--- src/rtl/full_adder.sv ---
// One-bit full adder cell, built from gates so it maps directly onto a library cell.
//   a, b     : operand bits
//   carryin  : carry into this bit
//   sum      : a ^ b ^ carryin
//   carryout : majority(a, b, carryin)
module full_adder (
  output wire sum,
  output wire carryout,
  input  wire a,
  input  wire b,
  input  wire carryin
);

  wire ab_x;
  wire ab_a;
  wire c_a;

  xor g_x0 (ab_x, a, b);
  xor g_x1 (sum, ab_x, carryin);
  and g_a0 (ab_a, a, b);
  and g_a1 (c_a, ab_x, carryin);
  or  g_o0 (carryout, ab_a, c_a);

endmodule

--- src/rtl/serial_adder.sv ---
// Bit-serial WIDTH-bit adder: one full-adder cell plus a carry flop, LSB first.
// Operands are captured on an accepted start pulse. One bit is added per clock.
// The result is published together with a one-cycle done pulse.
//   clk      : rising-edge clock
//   reset    : asynchronous, active-high; clears all state and outputs
//   start    : request an addition; sampled only in IDLE
//   a, b     : WIDTH-bit operands, captured on the accepting edge
//   carryin  : initial carry, captured on the accepting edge
//   busy     : high while in RUN or DONE
//   done     : one-cycle pulse, results just updated
//   sum      : registered result, held between operations
//   carryout : carry out of bit WIDTH-1
//   overflow : signed overflow (carry into MSB XOR carryout)
module serial_adder #(
  parameter int unsigned WIDTH = 8
) (
  input  logic             clk,
  input  logic             reset,
  input  logic             start,
  input  logic [WIDTH-1:0] a,
  input  logic [WIDTH-1:0] b,
  input  logic             carryin,
  output logic             busy,
  output logic             done,
  output logic [WIDTH-1:0] sum,
  output logic             carryout,
  output logic             overflow
);

  localparam int unsigned CNT_W = (WIDTH > 1) ? $clog2(WIDTH) : 1;

  typedef enum logic [1:0] {
    S_IDLE = 2'd0,
    S_RUN  = 2'd1,
    S_DONE = 2'd2
  } state_t;

  state_t             state_q,    state_d;
  logic [WIDTH-1:0]   a_sr_q,     a_sr_d;
  logic [WIDTH-1:0]   b_sr_q,     b_sr_d;
  logic [WIDTH-1:0]   res_sr_q,   res_sr_d;
  logic               carry_q,    carry_d;
  logic [CNT_W-1:0]   cnt_q,      cnt_d;
  logic [WIDTH-1:0]   sum_q,      sum_d;
  logic               carryout_q, carryout_d;
  logic               overflow_q, overflow_d;
  logic               busy_q,     busy_d;
  logic               done_q,     done_d;

  wire fa_sum;
  wire fa_co;

  // Single adder cell, fed from the operand shift-register LSBs and the carry flop.
  full_adder u_fa (
    .sum      (fa_sum),
    .carryout (fa_co),
    .a        (a_sr_q[0]),
    .b        (b_sr_q[0]),
    .carryin  (carry_q)
  );

  // State and datapath registers.
  always_ff @(posedge clk or posedge reset) begin
    if (reset) begin
      state_q    <= S_IDLE;
      a_sr_q     <= '0;
      b_sr_q     <= '0;
      res_sr_q   <= '0;
      carry_q    <= 1'b0;
      cnt_q      <= '0;
      sum_q      <= '0;
      carryout_q <= 1'b0;
      overflow_q <= 1'b0;
      busy_q     <= 1'b0;
      done_q     <= 1'b0;
    end else begin
      state_q    <= state_d;
      a_sr_q     <= a_sr_d;
      b_sr_q     <= b_sr_d;
      res_sr_q   <= res_sr_d;
      carry_q    <= carry_d;
      cnt_q      <= cnt_d;
      sum_q      <= sum_d;
      carryout_q <= carryout_d;
      overflow_q <= overflow_d;
      busy_q     <= busy_d;
      done_q     <= done_d;
    end
  end

  // Next-state and output logic.
  always_comb begin
    state_d    = state_q;
    a_sr_d     = a_sr_q;
    b_sr_d     = b_sr_q;
    res_sr_d   = res_sr_q;
    carry_d    = carry_q;
    cnt_d      = cnt_q;
    sum_d      = sum_q;
    carryout_d = carryout_q;
    overflow_d = overflow_q;
    done_d     = 1'b0;

    case (state_q)
      S_IDLE: begin
        if (start) begin
          a_sr_d  = a;
          b_sr_d  = b;
          carry_d = carryin;
          cnt_d   = '0;
          state_d = S_RUN;
        end
      end

      S_RUN: begin
        a_sr_d   = a_sr_q >> 1;
        b_sr_d   = b_sr_q >> 1;
        res_sr_d = {fa_sum, res_sr_q[WIDTH-1:1]};
        carry_d  = fa_co;
        cnt_d    = cnt_q + CNT_W'(1);
        if (cnt_q == CNT_W'(WIDTH - 1)) begin
          // Last bit: carry_q is still the carry into the MSB, so publish the
          // completed result directly instead of waiting a cycle.
          sum_d      = {fa_sum, res_sr_q[WIDTH-1:1]};
          carryout_d = fa_co;
          overflow_d = fa_co ^ carry_q;
          done_d     = 1'b1;
          state_d    = S_DONE;
        end
      end

      S_DONE: begin
        state_d = S_IDLE;
      end

      default: begin
        state_d = S_IDLE;
      end
    endcase

    busy_d = (state_d != S_IDLE);
  end

  assign busy     = busy_q;
  assign done     = done_q;
  assign sum      = sum_q;
  assign carryout = carryout_q;
  assign overflow = overflow_q;

endmodule

--- config.mk ---
export PLATFORM = sky130hd
export DESIGN_NAME = serial_adder
export DESIGN_NICKNAME = d
export VERILOG_FILES = /design/src/rtl/full_adder.sv /design/src/rtl/serial_adder.sv
export SDC_FILE = /design/constraint.sdc
export NUM_CORES = 1
export LEC_CHECK = 0
export ABC_AREA = 1
export CORE_UTILIZATION = 45
export CTS_CLUSTER_DIAMETER = 100
export DETAILED_ROUTE_END_ITERATION = 10
export PLACE_DENSITY = 0.69
export SYNTH_ARGS = -nofsm -noshare
export SYNTH_HDL_FRONTEND = slang
export SYNTH_HIERARCHICAL = 1
export SYNTH_SLANG_ARGS = --single-unit
--- constraint.sdc ---
create_clock -name clk -period 1.6 [get_ports clk]
set_input_delay 0.32 -clock clk [delete_from_list [all_inputs] [get_ports clk]]
set_output_delay 0.32 -clock clk [all_outputs]
set_load 0.005 [all_outputs]
Cell outlines without signal wires:
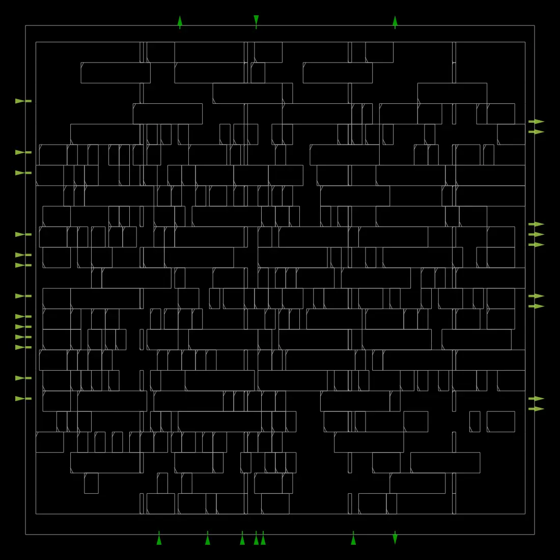
number of inserted filler cells in the final layout: 373
sequential fraction of total cell area: 42.5%
Placement Rows: 23

Cells coloured by class:
Fill, decap, tap and diode cells in grey.
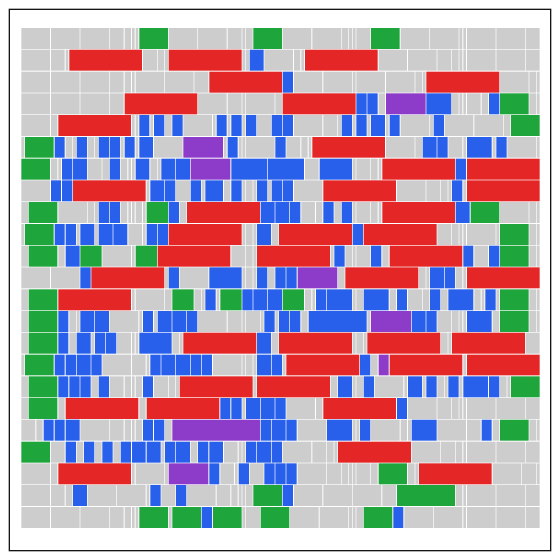
registers -> red  # cells 41, share of their area 44%
remaining logic cells -> blue  # cells 180, share of their area 35%
remaining buffers and delay cells -> green  # cells 38, share of their area 16%
clock drivers and dummy loads -> purple  # cells 8, share of their area 4.9%

Wiring heat map:
13 x 13 tiles, from dark blue (low) to red (high), scaled to the fullest tile. Values are wire area over tile area, all layers added.
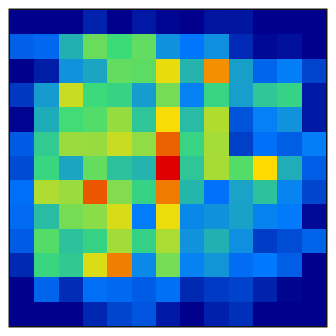
emptiest ninth of the die = bottom right
densest ninth of the die = middle
fullest tile = 0.38
mean over tiles = 0.12
nearly empty tiles = 14%
total global-route track usage: 18.8%
via count: 1494

==> impl_results.rst <==
Implementation results
======================

.. list-table::
   :header-rows: 1

   * - Metric
     - Value
   * - Required time of the critical path
     - between 1 and 1.5 ns
   * - IO Pins
     - 32
   * - Worst r2r dst
     - b_sr_q[7]
   * - Most common cell after layout, fill and taps aside
     - sky130_fd_sc_hd__nand2_1
   * - Kind of start point of the critical path
     - register
   * - Net count after synthesis
     - about 250
   * - Number of gates resized after cts
     - 0
   * - Flip-flop cell with the highest count after synthesis
     - sky130_fd_sc_hd__dfrtp_1
   * - Overflow after GRT
     - 0
   * - Mux share of post-synthesis cell area
     - 0%
   * - Critical path origin
     - overflow
   * - Minimum hold slack
     - 0.365 ns
   * - Gate count after technology mapping
     - roughly 230
   * - Actual slew at the worst max-slew pin
     - between 0.3 and 0.4 ns
   * - Leading cell kind
     - registers
   * - Final Hold Vio Count
     - 0
   * - Leakage dissipation
     - between 1 and 1.5 nW
   * - Fin area
     - approximately 0.0024 mm^2
   * - Number of ordinary and repair buffers in the finished layout
     - 38
   * - Final max-slew violation count
     - 0
   * - Worst setup slack after placement
     - 0.216 ns
   * - Crit path max fanout
     - 2
   * - Most instantiated library cell after synthesis
     - sky130_fd_sc_hd__nand2_1
   * - Clock Tree Root
     - sky130_fd_sc_hd__clkbuf_8
   * - Simple-Gate Area Share
     - approximately 25%
   * - Status
     - complete, no violations
   * - Worst min path class
     - in2async
   * - Part of the total power dissipated in combinational logic
     - roughly two fifths
   * - Clock skew after layout
     - roughly 0.0075 ns
   * - Die height
     - approximately 67 um
   * - Clock tree from TritonCTS
     - yes
   * - H-tree depth
     - 2
   * - Number of iterations in the first detailed-routing pass
     - 4
   * - Initial Utilization
     - roughly 48%
[power by group through the flow]
stage / Sequential [W] / Combinational (W) / Clock [W]
after floorplan: 0.00174 / 0.00137 / 0
after global placement: 0.00178 / 0.00185 / 0
after detailed placement: 0.00179 / 0.00189 / 0
after CTS: 0.00178 / 0.00190 / 0.000884
after global routing: 0.00184 / 0.00219 / 0.000930
final: 0.00178 / 0.00187 / 0.000857
[layer usage]
| metal | track usage [%] | vias up | part of all wire [%] |
|---|---|---|---|
| met2 | 30.1 | 35 | 46 |
| met1 | 22.8 | 689 | 48 |
| met5 | 0 | - | 0 |
| met4 | 8.78 | 0 | 1.9 |
| li1 | - | 764 | - |
| met3 | 6.08 | 6 | 3.8 |
Power figures rest on the tool's default switching activity, not on a simulated workload.
